placement.png
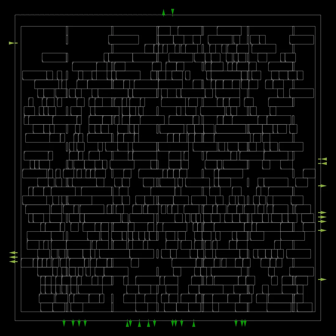
flops_by_reg.png
Other sequential cells in the stronger grey, the rest of the logic in the fainter grey.
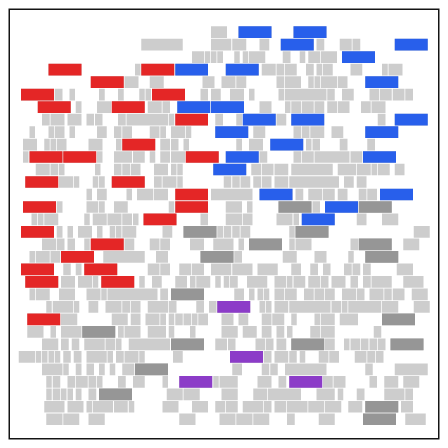
layer_met4.png
The bar under the picture is 20 um long. Supply wires on this layer in grey.
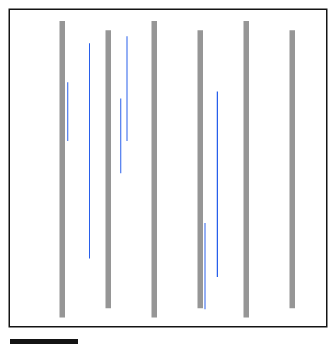
metal_density.png
The bar under the picture is 20 um long. 19 x 19 tiles, from dark purple (low) to yellow (high), scaled to the fullest tile. Values are wire area over tile area, all layers added.
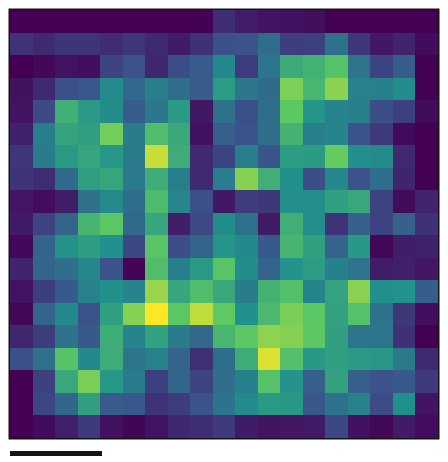
clk_routes.png
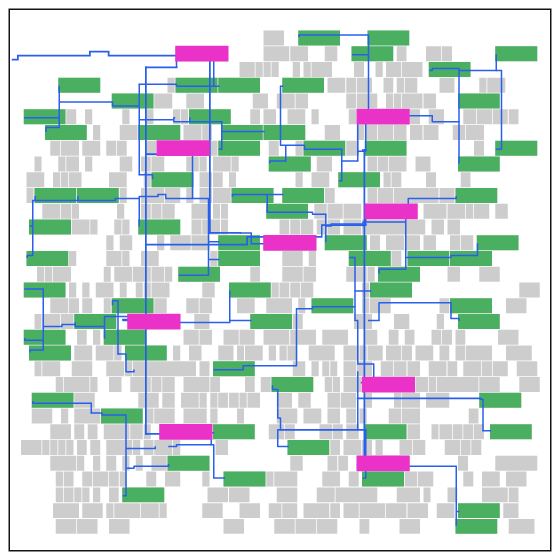
File: src/rtl/quiz_host_if.sv
// Quiz host control/status bundle.
// The host controller uses slave; the driver uses master.
interface quiz_host_if #(
    parameter int SCORE_W = 4
) ();
    logic               i_start;
    logic               i_win_vld;
    logic [1:0]         i_win_id;
    logic               i_judge_ok;
    logic               i_judge_bad;
    logic               o_ask;
    logic [6:0]         o_seg;
    logic               o_buz;
    logic [SCORE_W-1:0] o_score0;
    logic [SCORE_W-1:0] o_score1;
    logic [SCORE_W-1:0] o_score2;
    logic               o_busy;

    modport master (
        output i_start, i_win_vld, i_win_id,
        output i_judge_ok, i_judge_bad,
        input  o_ask, o_seg, o_buz,
        input  o_score0, o_score1, o_score2, o_busy
    );

    modport slave (
        input  i_start, i_win_vld, i_win_id,
        input  i_judge_ok, i_judge_bad,
        output o_ask, o_seg, o_buz,
        output o_score0, o_score1, o_score2, o_busy
    );
endinterface

File: src/rtl/quiz_host_ctrl.sv
// Quiz host: opens rounds, runs the answer countdown,
// and keeps saturating per-player scores.
module quiz_host_ctrl #(
    parameter int TICK_DIV = 50_000_000,
    parameter int ANS_SECS = 9,
    parameter int BUZ_CYC  = 5_000_000,
    parameter int SCORE_W  = 4
) (
    input  logic        i_clk,
    input  logic        i_rst,
    quiz_host_if.slave  bus
);
    localparam int PW = (TICK_DIV > 1) ? $clog2(TICK_DIV) : 1;
    localparam int BW = $clog2(BUZ_CYC + 1);

    localparam logic [1:0] S_IDLE = 2'd0;
    localparam logic [1:0] S_OPEN = 2'd1;
    localparam logic [1:0] S_ANS  = 2'd2;

    logic [1:0]         r_state;
    logic               r_start_q;
    logic               r_ask;
    logic [PW-1:0]      r_pre;
    logic [3:0]         r_cnt;
    logic [1:0]         r_id;
    logic [BW-1:0]      r_buz_cnt;
    logic [SCORE_W-1:0] r_score0;
    logic [SCORE_W-1:0] r_score1;
    logic [SCORE_W-1:0] r_score2;

    logic       w_tick;
    logic       w_expire;
    logic       w_rise;
    logic       w_win;
    logic       w_ok;
    logic       w_bad;
    logic [1:0] w_nstate;
    logic       w_load;
    logic       w_buz_req;
    logic       w_inc;
    logic       w_dec;
    logic [6:0] w_seg;

    assign w_tick   = (r_pre == PW'(TICK_DIV - 1));
    assign w_expire = w_tick && (r_cnt == 4'd1);
    assign w_rise   = bus.i_start & ~r_start_q;
    assign w_win    = bus.i_win_vld && (bus.i_win_id != 2'd3);
    assign w_ok     = bus.i_judge_ok & ~bus.i_judge_bad;
    assign w_bad    = bus.i_judge_bad & ~bus.i_judge_ok;

    always_comb begin
        w_nstate  = r_state;
        w_load    = 1'b0;
        w_buz_req = 1'b0;
        w_inc     = 1'b0;
        w_dec     = 1'b0;
        unique case (r_state)
            S_IDLE: begin
                if (w_rise) begin
                    w_nstate = S_OPEN;
                    w_load   = 1'b1;
                end
            end
            S_OPEN: begin
                if (w_win) begin
                    w_nstate  = S_ANS;
                    w_load    = 1'b1;
                    w_buz_req = 1'b1;
                end else if (w_expire) begin
                    w_nstate  = S_IDLE;
                    w_buz_req = 1'b1;
                end
            end
            S_ANS: begin
                if (w_ok) begin
                    w_inc    = 1'b1;
                    w_nstate = S_IDLE;
                end else if (w_bad) begin
                    w_dec    = 1'b1;
                    w_nstate = S_IDLE;
                end else if (w_expire && !bus.i_judge_ok) begin
                    w_dec     = 1'b1;
                    w_buz_req = 1'b1;
                    w_nstate  = S_IDLE;
                end
            end
            default: w_nstate = S_IDLE;
        endcase
    end

    // count holds at 1 when an expiry is swallowed by an ok+bad clash
    always_ff @(posedge i_clk) begin
        if (i_rst) begin
            r_state   <= S_IDLE;
            r_start_q <= 1'b0;
            r_ask     <= 1'b0;
            r_pre     <= '0;
            r_cnt     <= 4'd0;
            r_id      <= 2'd0;
        end else begin
            r_state   <= w_nstate;
            r_start_q <= bus.i_start;
            r_ask     <= (r_state == S_IDLE) && w_rise;
            if (w_load) begin
                r_pre <= '0;
                r_cnt <= 4'(ANS_SECS);
            end else if (r_state != S_IDLE) begin
                r_pre <= w_tick ? '0 : r_pre + 1'b1;
                if (w_tick && r_cnt != 4'd1)
                    r_cnt <= r_cnt - 4'd1;
            end
            if (r_state == S_OPEN && w_win)
                r_id <= bus.i_win_id;
        end
    end

    always_ff @(posedge i_clk) begin
        if (i_rst)
            r_buz_cnt <= '0;
        else if (w_buz_req)
            r_buz_cnt <= BW'(BUZ_CYC);
        else if (r_buz_cnt != '0)
            r_buz_cnt <= r_buz_cnt - 1'b1;
    end

    always_ff @(posedge i_clk) begin
        if (i_rst) begin
            r_score0 <= '0;
            r_score1 <= '0;
            r_score2 <= '0;
        end else if (w_inc) begin
            unique case (r_id)
                2'd0: if (r_score0 != '1) r_score0 <= r_score0 + 1'b1;
                2'd1: if (r_score1 != '1) r_score1 <= r_score1 + 1'b1;
                2'd2: if (r_score2 != '1) r_score2 <= r_score2 + 1'b1;
                default: ;
            endcase
        end else if (w_dec) begin
            unique case (r_id)
                2'd0: if (r_score0 != '0) r_score0 <= r_score0 - 1'b1;
                2'd1: if (r_score1 != '0) r_score1 <= r_score1 - 1'b1;
                2'd2: if (r_score2 != '0) r_score2 <= r_score2 - 1'b1;
                default: ;
            endcase
        end
    end

    always_comb begin
        w_seg = 7'h00;
        if (r_state != S_IDLE) begin
            unique case (r_cnt)
                4'd0:    w_seg = 7'h3F;
                4'd1:    w_seg = 7'h06;
                4'd2:    w_seg = 7'h5B;
                4'd3:    w_seg = 7'h4F;
                4'd4:    w_seg = 7'h66;
                4'd5:    w_seg = 7'h6D;
                4'd6:    w_seg = 7'h7D;
                4'd7:    w_seg = 7'h07;
                4'd8:    w_seg = 7'h7F;
                4'd9:    w_seg = 7'h6F;
                default: w_seg = 7'h00;
            endcase
        end
    end

    assign bus.o_ask    = r_ask;
    assign bus.o_seg    = w_seg;
    assign bus.o_buz    = (r_buz_cnt != '0);
    assign bus.o_score0 = r_score0;
    assign bus.o_score1 = r_score1;
    assign bus.o_score2 = r_score2;
    assign bus.o_busy   = (r_state != S_IDLE);
endmodule
File: src/flat_wrapper.sv
// flat-port wrapper written by rule: the top's interface ports become plain ports
module quiz_host_ctrl_flat 
#(
    parameter int TICK_DIV = 50_000_000,
    parameter int ANS_SECS = 9,
    parameter int BUZ_CYC  = 5_000_000,
    parameter int SCORE_W  = 4
)
  (i_clk, i_rst, bus_i_start, bus_i_win_vld, bus_i_win_id, bus_i_judge_ok, bus_i_judge_bad, bus_o_ask, bus_o_seg, bus_o_buz, bus_o_score0, bus_o_score1, bus_o_score2, bus_o_busy);
  quiz_host_if #(.SCORE_W(SCORE_W)) bus_i ();
  input  logic i_clk;
  input  logic i_rst;
  input wire logic [$bits(bus_i.i_start)-1:0] bus_i_start;
  input wire logic [$bits(bus_i.i_win_vld)-1:0] bus_i_win_vld;
  input wire logic [$bits(bus_i.i_win_id)-1:0] bus_i_win_id;
  input wire logic [$bits(bus_i.i_judge_ok)-1:0] bus_i_judge_ok;
  input wire logic [$bits(bus_i.i_judge_bad)-1:0] bus_i_judge_bad;
  output wire logic [$bits(bus_i.o_ask)-1:0] bus_o_ask;
  output wire logic [$bits(bus_i.o_seg)-1:0] bus_o_seg;
  output wire logic [$bits(bus_i.o_buz)-1:0] bus_o_buz;
  output wire logic [$bits(bus_i.o_score0)-1:0] bus_o_score0;
  output wire logic [$bits(bus_i.o_score1)-1:0] bus_o_score1;
  output wire logic [$bits(bus_i.o_score2)-1:0] bus_o_score2;
  output wire logic [$bits(bus_i.o_busy)-1:0] bus_o_busy;
  assign bus_i.i_start = bus_i_start;
  assign bus_i.i_win_vld = bus_i_win_vld;
  assign bus_i.i_win_id = bus_i_win_id;
  assign bus_i.i_judge_ok = bus_i_judge_ok;
  assign bus_i.i_judge_bad = bus_i_judge_bad;
  assign bus_o_ask = bus_i.o_ask;
  assign bus_o_seg = bus_i.o_seg;
  assign bus_o_buz = bus_i.o_buz;
  assign bus_o_score0 = bus_i.o_score0;
  assign bus_o_score1 = bus_i.o_score1;
  assign bus_o_score2 = bus_i.o_score2;
  assign bus_o_busy = bus_i.o_busy;
  quiz_host_ctrl #(.TICK_DIV(TICK_DIV), .ANS_SECS(ANS_SECS), .BUZ_CYC(BUZ_CYC), .SCORE_W(SCORE_W)) u_core (.i_clk(i_clk), .i_rst(i_rst), .bus(bus_i));
endmodule
File: config.mk
export PLATFORM = sky130hd
export DESIGN_NAME = quiz_host_ctrl_flat
export DESIGN_NICKNAME = d
export VERILOG_FILES = /design/src/rtl/quiz_host_if.sv /design/src/rtl/quiz_host_ctrl.sv /design/src/flat_wrapper.sv
export SDC_FILE = /design/constraint.sdc
export NUM_CORES = 1
export LEC_CHECK = 0
export CORE_MARGIN = 1.5
export CORE_UTILIZATION = 50
export CTS_BUF_LIST = sky130_fd_sc_hd__clkbuf_16
export CTS_CLUSTER_SIZE = 14
export DETAILED_ROUTE_END_ITERATION = 7
export GPL_TIMING_DRIVEN = 0
export PLACE_DENSITY = 0.69
export SETUP_SLACK_MARGIN = 0.1
export SLEW_MARGIN = 20
export SYNTH_ARGS = -nofsm -noshare
export SYNTH_HDL_FRONTEND = slang
export SYNTH_SLANG_ARGS = --single-unit
File: constraint.sdc
create_clock -name i_clk -period 4.9 [get_ports i_clk]
set_input_delay 0.98 -clock i_clk [delete_from_list [all_inputs] [get_ports i_clk]]
set_output_delay 0.98 -clock i_clk [all_outputs]
set_load 0.02 [all_outputs]
==> impl_metrics.env <==
# flow metrics
export IMPL_edf_count=0
export IMPL_critPathLaunchType="flop"
export IMPL_groute_usage_overall_pct=22.3
export IMPL_grt_start_max_net_pins=15
export IMPL_worst_hold_path_endpoint="u_core.r_state[0]$_SDFFE_PP0P_"
export IMPL_rsz_0062_raised_after_global_routing="false"
export IMPL_num_nonclk_buffers=47
export IMPL_ys_area_um2=4070
export IMPL_power_density_nw_per_um2=408
export IMPL_peakVddDrop_v=0.000195
export IMPL_largest_fanout_on_the_critical_path=9
export IMPL_met3_length_um=363
export IMPL_synth_sequential_area_ratio_pct=34.9
export IMPL_worst_path_dominant_cell_family="simple AND/OR/NAND/NOR gates"
export IMPL_cts_buffers_inserted=9
export IMPL_finalSetupViolCount=0
export IMPL_clkPwrFrac_pct=36.2
export IMPL_seq_share_pct=29.6
export IMPL_slew_violations=0
export IMPL_worstSetupStartpoint="u_core.r_buz_cnt[0]$_SDFFE_PP0P_"
export IMPL_tns_ns=0
export IMPL_run_status="complete, no violations"
About placement.png:
Placement Rows: 32
fin util: 61.6%
Final Instance Count excl. Fillers: 635
number of well-tap cells placed: 102
sequential cell count: 71

About flops_by_reg.png:
- blue: u_core.r_buz_cnt (flops 23)
- red: u_core.r_pre (flops 26)
- purple: u_core.bus.o_score0 (flops 4; where south)
- not coloured: 18

About layer_met4.png:
- longest straight run: 63.2 um
- main direction: vertical
- nets with wire on the layer: 5
- share of all routed wire: 2.3%
- wire length on this layer: 212 um

About metal_density.png:
- emptiest ninth of the die: north-west
- tiles over half the peak: 27%
- nearly empty tiles: 8.0%
- mean over tiles: 0.17
- fullest tile: 0.48

About clk_routes.png:
- blue: clock wires (length 1,000 um)
- green: flip-flops (count 71)
- magenta: clock drivers (count 9)
- flops lie: all over the die
- routed clock nets: 10

==> logic make-up (layout without fill, tap and decap cells) <==
group	after synthesis	in the layout	synth area share, %
AOI/OAI and AO/OA	94	94	14.7
muxes	6	6	1.57
DFF	71	71	34.9
and+or+nand+nor	220	220	29.7
xor gates and xnor gates	39	39	8.39
buffers and inverters	36	81	3.41
adders and majority gates	22	22	7.32
==> registers in the layout, indices dropped and copies added (netlist names) <==
register             cells
u_core.r_pre            26
u_core.r_buz_cnt        23
u_core.r_start_q         1
u_core.bus.o_score2      4
u_core.r_cnt             4
u_core.bus.o_score0      4
u_core.bus.o_ask         1
u_core.bus.o_score1      4
u_core.r_id              2
u_core.r_state           2
